run_1/layer_met2.png
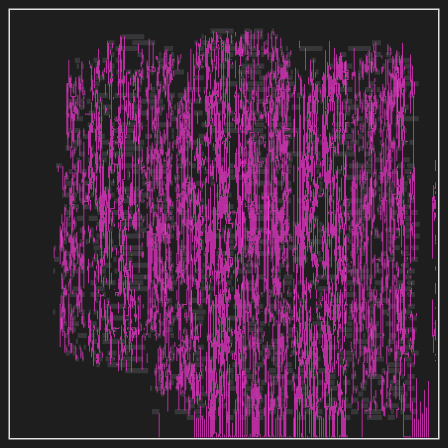
run_1/placement.png
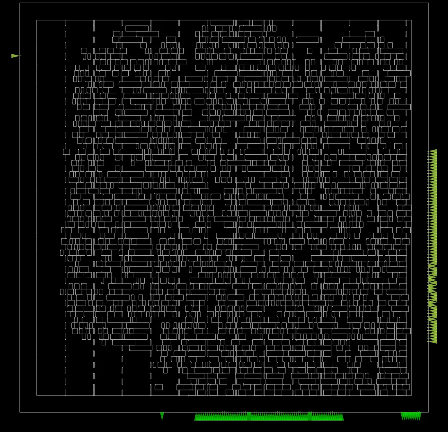
run_1/flops_by_reg.png
Other sequential cells in the stronger gray, the rest of the logic in the fainter gray.
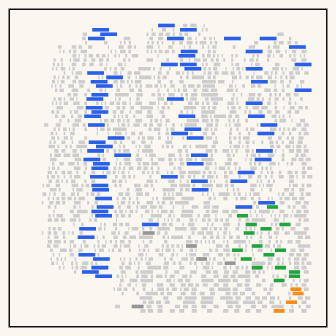
==> src/rtl/drr_4_tx_sched_pkg.sv <==
// ---------------------------------------------------------------------------
// drr_4_tx_sched_pkg
// Shared definitions for the 4-queue deficit-round-robin TX scheduler:
//   NUM_Q / QIDX_W   queue count and queue-index width
//   sched_state_t    scheduler FSM state encoding (IDLE/VISIT/GRANT/BUSY)
//   credit_cmd_t     command set understood by the deficit credit bank
//   idx2onehot()     queue index -> one-hot queue select
//   onehot2idx()     one-hot queue select -> queue index
// ---------------------------------------------------------------------------
package drr_4_tx_sched_pkg;

  localparam int NUM_Q  = 4;
  localparam int QIDX_W = 2;

  typedef enum logic [1:0] {
    ST_IDLE  = 2'd0,
    ST_VISIT = 2'd1,
    ST_GRANT = 2'd2,
    ST_BUSY  = 2'd3
  } sched_state_t;

  typedef enum logic [1:0] {
    CR_NONE = 2'd0,
    CR_ADD  = 2'd1,
    CR_SUB  = 2'd2,
    CR_CLR  = 2'd3
  } credit_cmd_t;

  function automatic logic [NUM_Q-1:0] idx2onehot(input logic [QIDX_W-1:0] idx);
    logic [NUM_Q-1:0] oh;
    oh      = '0;
    oh[idx] = 1'b1;
    return oh;
  endfunction

  // Lowest set bit wins; an all-zero input maps to index 0.
  function automatic logic [QIDX_W-1:0] onehot2idx(input logic [NUM_Q-1:0] oh);
    logic [QIDX_W-1:0] idx;
    idx = '0;
    for (int i = NUM_Q - 1; i >= 0; i--) begin
      if (oh[i]) idx = QIDX_W'(i);
    end
    return idx;
  endfunction

endpackage

==> src/rtl/drr_4_tx_sched_if.sv <==
// ---------------------------------------------------------------------------
// drr_4_tx_sched_if
// Grant/handshake bus between the DRR scheduler and the TX packet engine.
//   tx_valid  grant offered to the TX engine
//   tx_ready  TX engine accepts the grant (handshake on tx_valid & tx_ready)
//   tx_qsel   one-hot granted queue
//   tx_len    granted packet length in bytes
//   tx_done   1-cycle pulse: granted packet transmitted and popped
// Modports: master = scheduler side, slave = TX engine side.
// ---------------------------------------------------------------------------
interface drr_4_tx_sched_if
  import drr_4_tx_sched_pkg::*;
#(
  parameter int LEN_W = 16
) ();

  logic             tx_valid;
  logic             tx_ready;
  logic [NUM_Q-1:0] tx_qsel;
  logic [LEN_W-1:0] tx_len;
  logic             tx_done;

  modport master (
    output tx_valid,
    output tx_qsel,
    output tx_len,
    input  tx_ready,
    input  tx_done
  );

  modport slave (
    input  tx_valid,
    input  tx_qsel,
    input  tx_len,
    output tx_ready,
    output tx_done
  );

endinterface

==> src/rtl/drr_4_tx_sched_credit_bank.sv <==
// ---------------------------------------------------------------------------
// drr_credit_bank
// Holds the per-queue byte deficit counters of the DRR scheduler.
//   sys_clk, sys_rst  clock / synchronous active-high reset (deficits -> 0)
//   cmd, cmd_idx      one command per cycle on one queue:
//                       CR_ADD  saturating add of add_amt
//                       CR_SUB  subtract sub_amt, floored at 0
//                       CR_CLR  clear to 0
//   add_amt           quantum to add
//   sub_amt           packet length to subtract
//   rd_idx            queue whose deficit is shown on rd_deficit
//   rd_deficit        current deficit of queue rd_idx
// ---------------------------------------------------------------------------
module drr_credit_bank
  import drr_4_tx_sched_pkg::*;
#(
  parameter int LEN_W = 16,
  parameter int QNT_W = 16,
  parameter int DEF_W = 18
) (
  input  logic              sys_clk,
  input  logic              sys_rst,
  input  credit_cmd_t       cmd,
  input  logic [QIDX_W-1:0] cmd_idx,
  input  logic [QNT_W-1:0]  add_amt,
  input  logic [LEN_W-1:0]  sub_amt,
  input  logic [QIDX_W-1:0] rd_idx,
  output logic [DEF_W-1:0]  rd_deficit
);

  logic [DEF_W-1:0] deficit_reg [NUM_Q];

  generate
    for (genvar gi = 0; gi < NUM_Q; gi++) begin : g_credit
      // One extra bit catches the carry so the add can clamp instead of wrap.
      logic [DEF_W:0]   sum_wide;
      logic [DEF_W-1:0] sub_ext;

      assign sum_wide = {1'b0, deficit_reg[gi]} + (DEF_W+1)'(add_amt);
      assign sub_ext  = DEF_W'(sub_amt);

      always_ff @(posedge sys_clk) begin
        if (sys_rst) begin
          deficit_reg[gi] <= '0;
        end else if (cmd_idx == QIDX_W'(gi)) begin
          case (cmd)
            CR_ADD: deficit_reg[gi] <= sum_wide[DEF_W] ? {DEF_W{1'b1}}
                                                       : sum_wide[DEF_W-1:0];
            CR_SUB: deficit_reg[gi] <= (deficit_reg[gi] >= sub_ext)
                                       ? (deficit_reg[gi] - sub_ext) : '0;
            CR_CLR: deficit_reg[gi] <= '0;
            default: ;
          endcase
        end
      end
    end
  endgenerate

  assign rd_deficit = deficit_reg[rd_idx];

endmodule

==> src/rtl/drr_4_tx_sched.sv <==
// ---------------------------------------------------------------------------
// drr_4_tx_sched
// Deficit-round-robin TX scheduler for 4 send queues feeding one TX engine.
// A queue may send its head packet only while its byte credit covers the
// packet length, giving byte-fair, quantum-weighted sharing.
//   sys_clk, sys_rst  clock / synchronous active-high reset
//   sched_en          0 stops new rounds; an in-flight packet completes
//   q_valid[3:0]      head packet present per queue
//   q_len             packed head lengths, queue i at [i*LEN_W +: LEN_W]
//   cfg_quantum       packed quanta, same packing; read only when credit is added
//   tx                grant bus (master): tx_valid/tx_qsel/tx_len out,
//                     tx_ready/tx_done in
//   sched_busy        FSM is not in IDLE
// ---------------------------------------------------------------------------
module drr_4_tx_sched
  import drr_4_tx_sched_pkg::*;
#(
  parameter int LEN_W = 16,
  parameter int QNT_W = 16,
  parameter int DEF_W = 18
) (
  input  logic                   sys_clk,
  input  logic                   sys_rst,
  input  logic                   sched_en,
  input  logic [NUM_Q-1:0]       q_valid,
  input  logic [NUM_Q*LEN_W-1:0] q_len,
  input  logic [NUM_Q*QNT_W-1:0] cfg_quantum,
  drr_4_tx_sched_if.master       tx,
  output logic                   sched_busy
);

  sched_state_t      state_reg;
  logic [QIDX_W-1:0] cur_q_reg;
  logic              tx_valid_reg;
  logic [NUM_Q-1:0]  tx_qsel_reg;
  logic [LEN_W-1:0]  tx_len_reg;

  logic [LEN_W-1:0]  q_len_arr   [NUM_Q];
  logic [QNT_W-1:0]  quantum_arr [NUM_Q];

  generate
    for (genvar gi = 0; gi < NUM_Q; gi++) begin : g_unpack
      assign q_len_arr[gi]   = q_len[gi*LEN_W +: LEN_W];
      assign quantum_arr[gi] = cfg_quantum[gi*QNT_W +: QNT_W];
    end
  endgenerate

  // Wrap-around pick: scan from cur_q+4 (== cur_q) down to cur_q+1 so the
  // nearest valid queue after cur_q overwrites any farther one. cur_q itself
  // is only chosen when it is the sole valid queue.
  logic [NUM_Q-1:0]  pick_oh;
  logic [QIDX_W-1:0] pick_cand;
  logic [QIDX_W-1:0] pick_idx;

  always_comb begin
    pick_oh   = '0;
    pick_cand = cur_q_reg;
    for (int k = NUM_Q; k >= 1; k--) begin
      pick_cand = cur_q_reg + QIDX_W'(k);
      if (q_valid[pick_cand]) pick_oh = idx2onehot(pick_cand);
    end
    pick_idx = onehot2idx(pick_oh);
  end

  logic             start_round;
  logic [DEF_W-1:0] cur_deficit;
  logic             eligible;

  assign start_round = sched_en && (|q_valid);
  assign eligible    = q_valid[cur_q_reg] &&
                       (cur_deficit >= DEF_W'(q_len_arr[cur_q_reg]));

  // Credit-bank commands follow the current state's transition decision.
  credit_cmd_t       bank_cmd;
  logic [QIDX_W-1:0] bank_idx;

  always_comb begin
    bank_cmd = CR_NONE;
    bank_idx = cur_q_reg;
    case (state_reg)
      ST_IDLE: begin
        if (start_round) begin
          bank_cmd = CR_ADD;
          bank_idx = pick_idx;
        end
      end
      // A queue that ran empty forfeits its leftover credit.
      ST_VISIT: if (!q_valid[cur_q_reg]) bank_cmd = CR_CLR;
      ST_GRANT: if (tx.tx_ready)         bank_cmd = CR_SUB;
      default: ;
    endcase
  end

  drr_credit_bank #(
    .LEN_W (LEN_W),
    .QNT_W (QNT_W),
    .DEF_W (DEF_W)
  ) u_bank (
    .sys_clk    (sys_clk),
    .sys_rst    (sys_rst),
    .cmd        (bank_cmd),
    .cmd_idx    (bank_idx),
    .add_amt    (quantum_arr[bank_idx]),
    .sub_amt    (tx_len_reg),
    .rd_idx     (cur_q_reg),
    .rd_deficit (cur_deficit)
  );

  always_ff @(posedge sys_clk) begin
    if (sys_rst) begin
      state_reg    <= ST_IDLE;
      cur_q_reg    <= '1;
      tx_valid_reg <= 1'b0;
      tx_qsel_reg  <= '0;
      tx_len_reg   <= '0;
    end else begin
      case (state_reg)
        ST_IDLE: begin
          if (start_round) begin
            cur_q_reg <= pick_idx;
            state_reg <= ST_VISIT;
          end
        end
        ST_VISIT: begin
          if (eligible) begin
            tx_valid_reg <= 1'b1;
            tx_qsel_reg  <= idx2onehot(cur_q_reg);
            tx_len_reg   <= q_len_arr[cur_q_reg];
            state_reg    <= ST_GRANT;
          end else begin
            state_reg <= ST_IDLE;
          end
        end
        ST_GRANT: begin
          if (tx.tx_ready) begin
            tx_valid_reg <= 1'b0;
            state_reg    <= ST_BUSY;
          end
        end
        // Back to VISIT, not IDLE: the same queue keeps sending on its
        // remaining credit without receiving another quantum.
        ST_BUSY: if (tx.tx_done) state_reg <= ST_VISIT;
        default: state_reg <= ST_IDLE;
      endcase
    end
  end

  assign tx.tx_valid = tx_valid_reg;
  assign tx.tx_qsel  = tx_qsel_reg;
  assign tx.tx_len   = tx_len_reg;
  assign sched_busy  = (state_reg != ST_IDLE);

endmodule

==> src/flat_wrapper.sv <==
// flat-port wrapper written by rule: the top's interface ports become plain ports
module drr_4_tx_sched_flat import drr_4_tx_sched_pkg::*;
#(
  parameter int LEN_W = 16,
  parameter int QNT_W = 16,
  parameter int DEF_W = 18
)
  (sys_clk, sys_rst, sched_en, q_valid, q_len, cfg_quantum, sched_busy, tx_tx_valid, tx_tx_qsel, tx_tx_len, tx_tx_ready, tx_tx_done);
  drr_4_tx_sched_if #(.LEN_W(LEN_W)) tx_i ();
  input  logic sys_clk;
  input  logic sys_rst;
  input  logic sched_en;
  input  logic [NUM_Q-1:0] q_valid;
  input  logic [NUM_Q*LEN_W-1:0] q_len;
  input  logic [NUM_Q*QNT_W-1:0] cfg_quantum;
  output logic sched_busy;
  output wire logic [$bits(tx_i.tx_valid)-1:0] tx_tx_valid;
  output wire logic [$bits(tx_i.tx_qsel)-1:0] tx_tx_qsel;
  output wire logic [$bits(tx_i.tx_len)-1:0] tx_tx_len;
  input wire logic [$bits(tx_i.tx_ready)-1:0] tx_tx_ready;
  input wire logic [$bits(tx_i.tx_done)-1:0] tx_tx_done;
  assign tx_tx_valid = tx_i.tx_valid;
  assign tx_tx_qsel = tx_i.tx_qsel;
  assign tx_tx_len = tx_i.tx_len;
  assign tx_i.tx_ready = tx_tx_ready;
  assign tx_i.tx_done = tx_tx_done;
  drr_4_tx_sched #(.LEN_W(LEN_W), .QNT_W(QNT_W), .DEF_W(DEF_W)) u_core (.sys_clk(sys_clk), .sys_rst(sys_rst), .sched_en(sched_en), .q_valid(q_valid), .q_len(q_len), .cfg_quantum(cfg_quantum), .tx(tx_i), .sched_busy(sched_busy));
endmodule
==> config.mk <==
export PLATFORM = sky130hd
export DESIGN_NAME = drr_4_tx_sched_flat
export DESIGN_NICKNAME = d
export VERILOG_FILES = /design/src/rtl/drr_4_tx_sched_pkg.sv /design/src/rtl/drr_4_tx_sched_if.sv /design/src/rtl/drr_4_tx_sched_credit_bank.sv /design/src/rtl/drr_4_tx_sched.sv /design/src/flat_wrapper.sv
export SDC_FILE = /design/constraint.sdc
export NUM_CORES = 1
export LEC_CHECK = 0
export CELL_PAD_IN_SITES_DETAIL_PLACEMENT = 1
export CELL_PAD_IN_SITES_GLOBAL_PLACEMENT = 2
export CORE_MARGIN = 8
export CORE_UTILIZATION = 37
export DETAILED_ROUTE_END_ITERATION = 6
export GPL_ROUTABILITY_DRIVEN = 1
export PLACE_DENSITY = 0.88
export SLEW_MARGIN = 15
export SYNTH_ARGS = -nofsm -noshare
export SYNTH_HDL_FRONTEND = slang
export SYNTH_SLANG_ARGS = --single-unit
export TNS_END_PERCENT = 1
==> constraint.sdc <==
create_clock -name sys_clk -period 10.45 [get_ports sys_clk]
set_input_delay 2.09 -clock sys_clk [delete_from_list [all_inputs] [get_ports sys_clk]]
set_output_delay 2.09 -clock sys_clk [all_outputs]
set_load 0.01 [all_outputs]
==> run notes, run 1 <==
flow finished, numbers: count of synthesis-stage warnings from yosys=0, share of cell area taken by muxes after synthesis=7.06%, Async S/R FF share, synth=0%, Combinational Power Share=68.8%, combinational power=2.02 mW, count of distinct cell types in the synthesized netlist=71, Die Span Y=199 um, Clk pin slew, worst setup/hold paths=0.07 ns, transition time at the pin with the least slew margin=1.19 ns, detailed-routing wirelength on met1=~23000 um, area of the core=between 30000 and 40000 um^2, cells taking the most area after synthesis=sky130_fd_sc_hd__edfxtp_1 17%, sky130_fd_sc_hd__ha_1 15%, sky130_fd_sc_hd__mux4_2 6.7%, via/cell ratio=6.15, CTS resizes=0, power spent charging and discharging nets=between 1 and 1.5 mW, number of antenna violations at the first check in global routing=1, row count=67, adder-cell area share of the yosys netlist=16.8%, routed length on met2=approximately 24000 um, CTS max path bufs=2, GR Layer Usage met1=about 35%, sum of net half-perimeters after detailed placement=42700 um, n_diodes=0, worst relative slew slack=between 20% and 30%, Chip Width=199 um, cell area after synthesis=12400 um^2, Area after DPL=14400 um^2, detailed router's first-iteration violation count=1037, RSZ-0062 raised after global routing=false, summed negative setup slack over all endpoints=0 ns, mean cell area of the mapped netlist=about 8.4 um^2, Power Internal=1.48 mW, outcome=completed, dominant kind of combinational cell=AND-OR/OR-AND gates, register area share after synthesis=21.5%, fill count=~4000, final standard cell area without fillers=14700 um^2, kind of start point of the critical path=input port, Worst setup EP type=register, yosys simple share=between 10% and 20%, input/output buffers=around 160, leading power group=combinational cells, primary flip-flop cell chosen by synthesis mapping=sky130_fd_sc_hd__edfxtp_1, total power after layout=slightly below 3 mW, Largest type area fraction=17.5%, CTS tree=yes, hold violation total from the final report=0, busiest layer in global routing=met2, Hold Buf Count CTS=0, Post-CTS Setup Inserts=0, area delta synth->final=19.1%, area reported by Yosys stat=between 10000 and 15000 um^2, xor/xnor share of the synthesized area=6.66%, start-to-end type of the worst setup path=input port to register, number of global-route vias before repair=12926, share of cells above drive strength 1=5.07%, clock root cell=sky130_fd_sc_hd__clkbuf_16, routability-driven placement congestion ratio=just under 1, number of top-level pins=159, post-detailed-route DRC marker count=0, most frequent cells after synthesis=153 x sky130_fd_sc_hd__ha_1, 136 x sky130_fd_sc_hd__a21oi_1, 121 x sky130_fd_sc_hd__nor2_1, Clock Sinks=97, first-pass iteration count of the detailed router=5, total power per unit cell area=200 nW/um^2, sequential power share=18.9%, Hold WC Path Type=register to register, clock network fraction of total power=12.3%, overall global routing resource usage=26.4%, min setup slack post-route=around 1.5 ns, final routed wire length divided by cell count=25.6 um, cell count in the Yosys report=1463, minimum clock period=8.91 ns, number of flip-flops in the largest register=72, Antenna Nets Post-Route=0, hold_ws=0.470 ns, OpenROAD warning count=33, met3 track demand over resource=3.59%, Sw Share=about 50%, Net count, final=1891, worst slack at placement=1.37 ns
## Picture notes: layer_met2.png
nets with wire on the layer = 1676
longest straight run = 89.8 um
main direction = vertical
share of all routed wire = 45%
wire length on this layer = 23.8 mm
Post-Route WL: 52400 um
GR Util met2: 43.3%
DR vias: 12591

## Picture notes: placement.png
Core Util, Final: 44.4%
inserted tap cell count: 448
number of sequential cells: 97

## Picture notes: flops_by_reg.png
orange -> u_core.tx.tx_qsel  # sequential cells 4, where south-east
green -> u_core.tx.tx_len  # sequential cells 16, where south-east
blue -> u_core.u_bank.deficit_reg  # sequential cells 72
Seq group: 556 uW
fraction of area in registers: 18.1%
area of all sequential standard cells: 2670 um^2

==> run 1: cell usage in the layout, fill, tap and decap left out, types with 18 or more instances in the layout <==
master                            instances
sky130_fd_sc_hd__nand2_1                 73
sky130_fd_sc_hd__clkdlybuf4s50_1        158
sky130_fd_sc_hd__o21a_1                  18
sky130_fd_sc_hd__xor2_1                  40
sky130_fd_sc_hd__inv_1                   89
sky130_fd_sc_hd__ha_1                   153
sky130_fd_sc_hd__nor2_1                 121
sky130_fd_sc_hd__o22ai_1                 61
sky130_fd_sc_hd__a21oi_1                136
sky130_fd_sc_hd__nor3_1                  36
sky130_fd_sc_hd__a21o_1                  38
sky130_fd_sc_hd__dfxtp_1                 23
sky130_fd_sc_hd__nand2b_1                20
sky130_fd_sc_hd__nand3_1                 46
sky130_fd_sc_hd__o21ai_0                 98
sky130_fd_sc_hd__or3_1                   18
sky130_fd_sc_hd__xnor2_1                 54
sky130_fd_sc_hd__o211ai_1                30
sky130_fd_sc_hd__mux4_2                  37
sky130_fd_sc_hd__nor2b_1                 20
sky130_fd_sc_hd__a211oi_1                25
sky130_fd_sc_hd__edfxtp_1                72
==> run 1: final cells by class <==
class	count	area, um^2	area share (%)
Sequential cell	97	2670	18.1
Clock buffer	10	229	1.55
Tap cell	448	561	3.81
Inverter	89	334	2.27
Clock inverter	6	66.3	0.450
Multi-Input combinational cell	1231	9240	62.7
Timing Repair Buffer	165	1630	11.1
==> run 1: final timing paths <==
check                               startpoint  cells after the start  slack (ns)                                             end
max                                 q_valid[1]                     20        1.54  u_core.u_bank.deficit_reg[3][10]$_SDFFCE_PP0P_
min          u_core.tx.tx_qsel[1]$_SDFFE_PP0P_                      2        0.47               u_core.tx.tx_qsel[1]$_SDFFE_PP0P_
max reg2reg     u_core.cur_q_reg[0]$_SDFF_PP1_                     20        2.84  u_core.u_bank.deficit_reg[3][10]$_SDFFCE_PP0P_
min reg2reg  u_core.tx.tx_qsel[1]$_SDFFE_PP0P_                      2        0.47               u_core.tx.tx_qsel[1]$_SDFFE_PP0P_
==> run 1: critical path: stages <==
cell	delay, ns
sky130_fd_sc_hd__clkdlybuf4s50_1	0.49
sky130_fd_sc_hd__mux4_2	0.58
sky130_fd_sc_hd__nand3b_1	0.19
sky130_fd_sc_hd__a221o_1	0.33
sky130_fd_sc_hd__and2_1	0.18
sky130_fd_sc_hd__a31oi_1	0.35
sky130_fd_sc_hd__nand2b_1	0.81
sky130_fd_sc_hd__o22ai_1	0.27
sky130_fd_sc_hd__nor2_1	0.50
sky130_fd_sc_hd__ha_1	0.28
sky130_fd_sc_hd__inv_1	0.07
sky130_fd_sc_hd__fa_1	0.40
sky130_fd_sc_hd__nand2b_1	0.22
sky130_fd_sc_hd__a21o_1	0.22
sky130_fd_sc_hd__a21boi_0	0.30
sky130_fd_sc_hd__nor3_1	0.14
sky130_fd_sc_hd__o31ai_1	0.52
sky130_fd_sc_hd__nor2b_1	0.80
sky130_fd_sc_hd__nor2_1	0.14
sky130_fd_sc_hd__o22ai_1	0.21
## Run 2: what changed since run 1
--- a/config.mk
+++ b/config.mk
@@ -8,12 +8,11 @@
 export CELL_PAD_IN_SITES_DETAIL_PLACEMENT = 1
 export CELL_PAD_IN_SITES_GLOBAL_PLACEMENT = 2
 export CORE_MARGIN = 8
-export CORE_UTILIZATION = 37
+export CORE_UTILIZATION = 35
 export DETAILED_ROUTE_END_ITERATION = 6
 export GPL_ROUTABILITY_DRIVEN = 1
-export PLACE_DENSITY = 0.88
+export PLACE_DENSITY = 0.84
 export SLEW_MARGIN = 15
 export SYNTH_ARGS = -nofsm -noshare
 export SYNTH_HDL_FRONTEND = slang
 export SYNTH_SLANG_ARGS = --single-unit
-export TNS_END_PERCENT = 1
==> constraint.sdc (replaced) <==
create_clock -name sys_clk -period 10.1 [get_ports sys_clk]
set_input_delay 2.02 -clock sys_clk [delete_from_list [all_inputs] [get_ports sys_clk]]
set_output_delay 2.02 -clock sys_clk [all_outputs]
set_load 0.01 [all_outputs]
run_2/flops_by_reg.png
Other sequential cells in the stronger gray, the rest of the logic in the fainter gray.
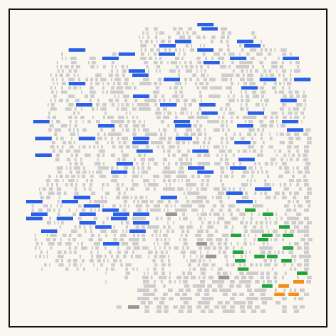
Core Util, Final: 42.1%
fraction of area in registers: 18.0%
Seq group: 579 uW

run_2/placement.png
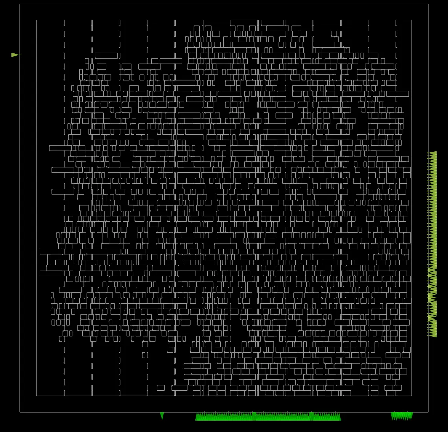
count of placed standard cells in the final layout, fillers left out: 2067
row count: 69

==> run notes, run 2 <==
flow finished, numbers: Worst setup EP type=register, largest driver fanout on the critical path=17, Hold Buf Count CTS=0 (unchanged), leftover overflow at the end of global routing=0, sum of net half-perimeters after detailed placement=43200 um (+1.2%), first-pass iteration count of the detailed router=5 (unchanged), Post-Route WL=54500 um (+4.0%), minimum clock period=8.28 ns, OpenROAD warning count=33 (unchanged), Init Core Util=35.2%, most frequent cells after synthesis=153 x sky130_fd_sc_hd__ha_1, 136 x sky130_fd_sc_hd__a21oi_1, 121 x sky130_fd_sc_hd__nor2_1, CTS resizes=0 (unchanged), hold violation total from the final report=0 (unchanged), number of antenna violations at the first check in global routing=5 (+4), final routed wire length divided by cell count=26.3 um (+2.9%), xor/xnor share of the synthesized area=6.66% (unchanged), RSZ-0062 raised after global routing=false, total number of H-tree levels=3, fill count=4190 (+5.7%), adder-cell area share of the yosys netlist=16.8% (unchanged), count of synthesis-stage warnings from yosys=0 (unchanged), summed negative setup slack over all endpoints=0 ns (unchanged), pin count of the biggest net entering global routing=between 40 and 50, most frequently placed logic cells in the final layout=158 x sky130_fd_sc_hd__clkdlybuf4s50_1, 153 x sky130_fd_sc_hd__ha_1, 136 x sky130_fd_sc_hd__a21oi_1, Die Outline Area=41600 um^2, primary flip-flop cell chosen by synthesis mapping=sky130_fd_sc_hd__edfxtp_1, count of distinct cell types in the synthesized netlist=71 (unchanged), number of top-level pins=159 (unchanged), complex-gate fraction of the synthesized area=roughly 27%, Clock Latency Late Sink=0.38 ns, clock root cell=sky130_fd_sc_hd__clkbuf_16, first-pass GRT wire length=between 80000 and 90000 um, register area share after synthesis=21.5% (unchanged), number of global-route vias before repair=13014 (+0.68%), Worst Path Arrival=about 8.5 ns, area delta synth->final=19.6%, delay contributed by the slowest stage of the critical path=0.67 ns (-0.14 ns), cell count in the Yosys report=1463 (unchanged), Chip Width=204 um (+2.6%), Antenna Nets Post-Route=0 (unchanged), cell-by-cell trace of the critical path=clkdlybuf4s50_1 > mux4_2 > nand3b_1 > a221o_1 > and2_1 > a31oi_1 > nand2b_1 > o22ai_1 > nor2_1 > ha_1 > inv_1 > fa_1 > nand2b_1 > a21o_1 > a21boi_0 > nor3_1 > o31ai_1 > nor2b_2 > nor2_1 > o22ai_1, routability-driven placement congestion ratio=0.935 (-4.9%), clock buffers created by TritonCTS=9, post-detailed-route DRC marker count=0 (unchanged), Critical Path Slowest Stage Cell=sky130_fd_sc_hd__nand2b_1, transition time at the pin with the least slew margin=1.20 ns (+0.0112 ns), Clock Sinks=97 (unchanged), CTS tree=yes, post-synthesis cell type with the largest combined area=sky130_fd_sc_hd__edfxtp_1, leakage power summed over all cells=5.77 nW, DR vias=12800 (+1.7%), Post-CTS Setup Inserts=0 (unchanged), Die Span Y=204 um (+2.6%), area reported by Yosys stat=12400 um^2 (unchanged), detailed router's first-iteration violation count=864 (-17%), overall global routing resource usage=25.5% (-0.88 points), number of flip-flops in the largest register=72 (unchanged), dominant kind of combinational cell=AND-OR/OR-AND gates, Net count, final=1896 (+0.26%), CTS max path bufs=2 (unchanged), Clock Skews=roughly 0.010 ns, highest achievable clock rate=about 0.12 GHz, area of the core=35100 um^2 (+5.8%), cells taking the most area after synthesis=sky130_fd_sc_hd__edfxtp_1 17%, sky130_fd_sc_hd__ha_1 15%, sky130_fd_sc_hd__mux4_2 6.7%, mean cell area of the mapped netlist=8.45 um^2 (unchanged), outcome=completed, post-synthesis cell count=1463, Async S/R FF share, synth=0% (unchanged), cell class contributing the biggest share of worst-path delay=simple AND/OR/NAND/NOR gates, crit share post-route=82.0%, number of nets at floorplan=1761, input/output buffers=158 (unchanged), Hold WC Path Type=register to register, final setup violating endpoints=0, yosys simple share=16.6% (unchanged), share of cell area taken by muxes after synthesis=7.06% (unchanged), highest-count logic cell in the final layout=sky130_fd_sc_hd__clkdlybuf4s50_1, library cell with the highest instance count after synthesis=sky130_fd_sc_hd__ha_1, start-to-end type of the worst setup path=input port to register, maximum resistive drop on vdd=0.101 mV, #FFs+latches synth=97, cell area after synthesis=12400 um^2 (unchanged), Largest type area fraction=17.5% (unchanged), total power per unit cell area=207 nW/um^2 (+3.5%), Required @ worst endpoint=roughly 10 ns, Bufs and invs on worst path=2 (unchanged), share of cells above drive strength 1=5.55% (+0.48 points), total power after layout=3.06 mW (+4.0%), kind of start point of the critical path=input port, worst relative slew slack=19.6% (-0.75 points), via/cell ratio=6.19 (+0.63%), flip-flops with a built-in enable=72, Clk pin slew, worst setup/hold paths=0.08 ns (about the same), Final Max Tran Viols=0, tally of max-capacitance violations=0
## run 2: per-stage QoR
stage	util [%]	hold slack (ns)	instances	setup WS (ns)	instance area (um^2)
6_report	42.1	0.476	2067	1.82	14800
3_3_place_gp	41.2	0.464	2048	1.52	14500
4_1_cts	42.1	0.482	2064	1.54	14800
2_1_floorplan	-	0.492	1463	3.40	12400
5_1_grt	42.1	0.510	2065	1.42	14800
3_5_place_dp	41.2	0.471	2048	1.17	14500
## run 2: final cells by class
class                   instances  area [um^2]  share of cell area, %
clock buffers                  11          275                   1.86
clock inverters                 5         33.8                  0.228
diodes                          3         7.51                 0.0508
well taps                     461          577                   3.90
flip-flops and latches         97         2670                   18.0
multi-input cells            1231         9220                   62.4
repair buffers                170         1670                   11.3
inverters                      89          334                   2.26
## run 2: kinds of logic (layout without fill, tap and decap cells)
group | count (synthesis) | count (layout)
xor gates and xnor gates | 94 | 94
and+or+nand+nor | 414 | 414
DFF | 97 | 97
buffers and inverters | 135 | 275
AOI/OAI and AO/OA | 521 | 521
other | 0 | 3
adders and majority gates | 161 | 161
muxes | 41 | 41
## run 2: final timing paths
check / start / endpoint / slack, ns / depth (start not counted)
worst max-delay path: q_valid[1] / u_core.u_bank.deficit_reg[3][12]$_SDFFCE_PP0P_ / 1.82 / 20
worst min-delay path: u_core.tx.tx_qsel[0]$_SDFFE_PP0P_ / u_core.tx.tx_qsel[0]$_SDFFE_PP0P_ / 0.48 / 2
worst max register to register: u_core.cur_q_reg[0]$_SDFF_PP1_ / u_core.u_bank.deficit_reg[3][12]$_SDFFCE_PP0P_ / 2.70 / 21
worst min register to register: u_core.tx.tx_qsel[0]$_SDFFE_PP0P_ / u_core.tx.tx_qsel[0]$_SDFFE_PP0P_ / 0.48 / 2
## run 2: per-layer routing
layer | GRT usage (%) | vias up | wire length (um)
li1 | - | 5890 | -
met2 | 42.2 | 433 | 25300
met5 | 0 | - | 3
met1 | 33.0 | 6383 | 23800
met4 | 10.7 | 2 | 2080
met3 | 3.46 | 92 | 3240
## run 2: report_power, final
group	leakage, nW	internal (mW)	switching, mW	total (mW)
clock network	0.156	0.198	0.191	0.389
registers	0.958	0.493	0.0862	0.579
logic	4.65	0.848	1.24	2.09
total	5.77	1.54	1.52	3.06
## run 2: worst register-to-register path, delay by kind of cell (launching register included)
family / cells / cell delay [ns]
simple gates: 8 / 2.63
compound gates: 7 / 2.05
fa+ha+maj: 3 / 1.06
flops: 1 / 0.84
mux: 1 / 0.38
buf+inv: 2 / 0.27
No activity file was given, so power comes from the tool's default toggle rates.
